==> config.mk <==
export PLATFORM = sky130hd
export DESIGN_NAME = deb_multi
export DESIGN_NICKNAME = d
export VERILOG_FILES = /design/src/rtl/deb_pkg.sv /design/src/rtl/deb_chan.sv /design/src/rtl/deb_multi.sv
export SDC_FILE = /design/constraint.sdc
export NUM_CORES = 1
export LEC_CHECK = 0
export CORE_UTILIZATION = 40
export CTS_CLUSTER_DIAMETER = 40
export CTS_CLUSTER_SIZE = 24
export DETAILED_ROUTE_END_ITERATION = 8
export DONT_BUFFER_PORTS = 1
export GPL_TIMING_DRIVEN = 0
export PLACE_DENSITY = 0.58
export SYNTH_ARGS = -nofsm -noshare
export SYNTH_HDL_FRONTEND = slang
export SYNTH_SLANG_ARGS = --single-unit
==> constraint.sdc <==
create_clock -name clk -period 6.4 [get_ports clk]
set_input_delay 1.28 -clock clk [delete_from_list [all_inputs] [get_ports clk]]
set_output_delay 1.28 -clock clk [all_outputs]
set_load 0.05 [all_outputs]
==> images/wire_density.png <==
Scale bar: 50 um. The die is cut into 29 by 29 equal tiles; dark purple is low, yellow is high, scaled to the fullest tile. Values are wire area over tile area, all layers added.
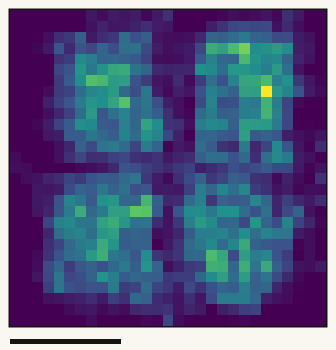
The fullest tile reaches 0.68. The mean over all tiles is 0.14. 8.3% of the tiles are over half the peak.
Overall Global Routing Usage: 20.1%
number of vias after detailed routing: 6788

==> images/final_congestion.png <==
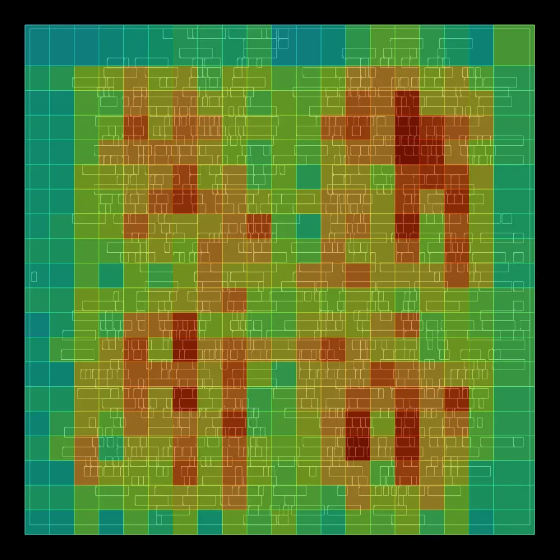
most heavily used metal layer in global routing: met2
met2 usage: 31.0%
per-cell routed wire length: 16.0 um
final core occ: 45.2%
met1 track demand over resource: 28.5%

==> flow_results.org <==
#+TITLE: Synthesis and PnR summary

** Finish
- Dominant class by area :: combinational gates
- According to the cell report, the number of logic gates is between 600 and 700.
- The number of antenna diodes in the final layout is 0.
- The fraction of final cell area spent on clock buffers and inverters in this run is 6.23%.
- Non-clock buffer instance count of the final layout :: approximately 47
- The post-route netlist has between 9 and 10% of its cells at a drive strength greater than 1.
- Across the whole layout, storage elements make up 37.6% of the cell area.
- Finished layout cell area :: 0.00878 mm^2
- Excluding fillers, the count of instances in the completed layout stands at 1191.
- Top Layout Cells :: 132 x sky130_fd_sc_hd__dfrtp_1, 84 x sky130_fd_sc_hd__nand2_1, 68 x sky130_fd_sc_hd__nor2_1, 61 x sky130_fd_sc_hd__a21oi_1
- After filler insertion, the fill cell instance count of the layout stands at a little under 2000.
- The area taken by sequential standard cells is reported as 0.00330 mm^2.
- Number of clock buffer instances in the layout :: 22
- Leaving out the clock tree, the finished layout contains an inverter count of 35.

** GRT
- Entering global routing, the biggest net connects 133 pins.
- Number of global-route vias before repair :: 6381
- Antenna violations before repair :: 0
- The first global-routing pass estimated 32800 um of wire.

** Run status
- The flow ran to the end, and the final reports show no timing, DRC or antenna violations.

** Drt
- In this run the remaining antenna-violating nets after routing total 0.
- Drt via density :: 5.70
- Once iteration 0 of detailed routing completed, the report listed 437 DRC markers.
- Total length of routed wires :: 19000 um
- DRC errors left :: 0

** Clocking
- Looking at the worst setup and hold paths, the clock pins of their registers show a slew of 60 ps.
- TritonCTS built the clock tree.
- At the later pin of the worst-skew pair, clock insertion delay measures around 420 ps.
- Quantity of hold-fixing buffers added after cts :: 0
- The report lists the number of cells resized after CTS as 0.
- The CTS log lists the clock sinks for this run as 132.
- CTS reports a maximum clock tree buffer depth of 2.

** Worst setup path
- Across all register-to-register paths, the minimum setup slack is 3670 ps.
- Per the STA report, the cell with the highest stage delay on the worst path is sky130_fd_sc_hd__o221ai_1.
- The cell family contributing the most delay on the critical path is AND-OR/OR-AND gates.
- Data arrival, critical path :: 3030 ps
- Worst Setup End Kind :: flop

** STA
- Setup repair after global routing left no endpoint under its margin.
- Slew @ Worst Pin :: approximately 860 ps
- Worst Slack Setup Final :: 3670 ps
- Per the slew report, the remaining headroom to the max-slew limit stands at 42.7%.
- Post-layout minimum cycle time :: 2730 ps
- Final slew viol count :: 0
- Fin Clk Skew :: 5.11 ps

** Synthesis
- Per Yosys stat, the portion of area used by sequential elements is roughly two fifths.
- The synthesized netlist devotes less than 1% of its cell area to XOR and XNOR gates.
- Mux cell area share :: 0.127%
- The cell count after synthesis came out at slightly below 900.
- Per the synthesis report, the AND-OR/OR-AND share of the synthesized area is 21.4%.
- In this run the mean area of a mapped cell was 8.83 um^2.
- Yosys cell types :: 80
- Yosys stat chip area :: 0.00790 mm^2
- Counting the warning lines in the Yosys log gives 0.
- Synthesized cell area :: 0.00790 mm^2
- Per the synth stats, the flop cell with the highest instance count is sky130_fd_sc_hd__dfrtp_1.
- After synthesis, the largest family of logic cells by area is simple AND/OR/NAND/NOR gates.

** Floorplan
- Number of placed I/O pins :: 22
- Area of the die :: 0.0203 mm^2
- Initial core utilization :: 40.7%
- TAP cells :: 265

** Placed design
- Count of input and output buffers :: 0
- The wire-length estimate of the detail-placed layout is 12800 um.
- Placed standard-cell area :: roughly 0.008 mm^2
- Placer Congestion :: between 0.8 and 0.9

** Min path
- Checking hold timing, the worst path is listed with class flop to flop.
- WHS Path Cells :: 0

** Power and ir drop
- Leakage component of the power :: 3.73 nW
- Power comes to 2.80 mW.
-- power breakdown --
group	switching (mW)	leakage (nW)	internal, mW
clock	0.370	0.265	0.550
sequential	0.0642	1.79	0.894
combinational	0.629	1.68	0.290
-- cell usage after synthesis (4+ instances only) --
cell type	number	area, um^2
sky130_fd_sc_hd__inv_1	35	131
sky130_fd_sc_hd__o21ai_1	4	20.0
sky130_fd_sc_hd__nor3b_1	5	37.5
sky130_fd_sc_hd__o31ai_1	5	37.5
sky130_fd_sc_hd__clkbuf_1	14	52.6
sky130_fd_sc_hd__dfrtp_1	132	3300
sky130_fd_sc_hd__a21o_1	17	128
sky130_fd_sc_hd__buf_2	8	40.0
sky130_fd_sc_hd__or3_1	9	56.3
sky130_fd_sc_hd__and3_1	20	125
sky130_fd_sc_hd__nor3_1	19	95.1
sky130_fd_sc_hd__nand4b_1	5	43.8
sky130_fd_sc_hd__ha_1	24	300
sky130_fd_sc_hd__a31oi_1	44	275
sky130_fd_sc_hd__nand3_1	60	300
sky130_fd_sc_hd__nand2_1	84	315
sky130_fd_sc_hd__o211ai_1	4	30.0
sky130_fd_sc_hd__o21ai_0	60	300
sky130_fd_sc_hd__a211o_1	4	35.0
sky130_fd_sc_hd__and4_1	12	105
sky130_fd_sc_hd__nand4_1	28	175
sky130_fd_sc_hd__xnor2_1	4	35.0
sky130_fd_sc_hd__o21a_1	4	30.0
sky130_fd_sc_hd__nor2_1	68	255
sky130_fd_sc_hd__a41oi_1	8	70.1
sky130_fd_sc_hd__buf_4	17	128
sky130_fd_sc_hd__a21oi_1	61	305
sky130_fd_sc_hd__nand2b_1	16	100
sky130_fd_sc_hd__nor4b_1	6	52.6
sky130_fd_sc_hd__nor2b_1	11	68.8
sky130_fd_sc_hd__o22ai_1	4	25.0
sky130_fd_sc_hd__and2_1	9	56.3
sky130_fd_sc_hd__nor4_1	9	56.3
sky130_fd_sc_hd__buf_6	5	56.3
sky130_fd_sc_hd__o31a_1	4	35.0
sky130_fd_sc_hd__a22o_1	4	35.0
-- through the flow --
| step | utilization (%) | hold WS (ps) |
|---|---|---|
| after floorplan | - | 331 |
| after global placement | 42.4 | 332 |
| after detailed placement | 42.4 | 336 |
| after CTS | 45.2 | 349 |
| after global routing | 45.2 | 360 |
| final | 45.2 | 348 |
-- cells by family (layout without fill, tap and decap cells) --
logic type               after synthesis  count (layout)
multiplexers                           1               1
AND/OR/NAND/NOR                      389             389
flip-flops                           132             132
buffers and inverters                 82             114
AND-OR/OR-AND                        259             259
adder cells (fa/ha/maj)               24              24
XOR/XNOR                               7               7
-- routing by layer --
metal	part of all wire (%)	track usage (%)	vias to the layer above
met5	0	0	-
met4	1.6	7.64	0
met3	2.6	2.73	29
met2	45	31.0	139
met1	50	28.5	3281
li1	-	-	3339
-- worst reg2reg max path: cells and delay by family (launching register included) --
family	cells	cell delay, ps
compound gates	5	1330
fa+ha+maj	1	250
buf+inv	2	450
flops	1	440
simple gates	1	140
Power and IR drop assume default switching activity.
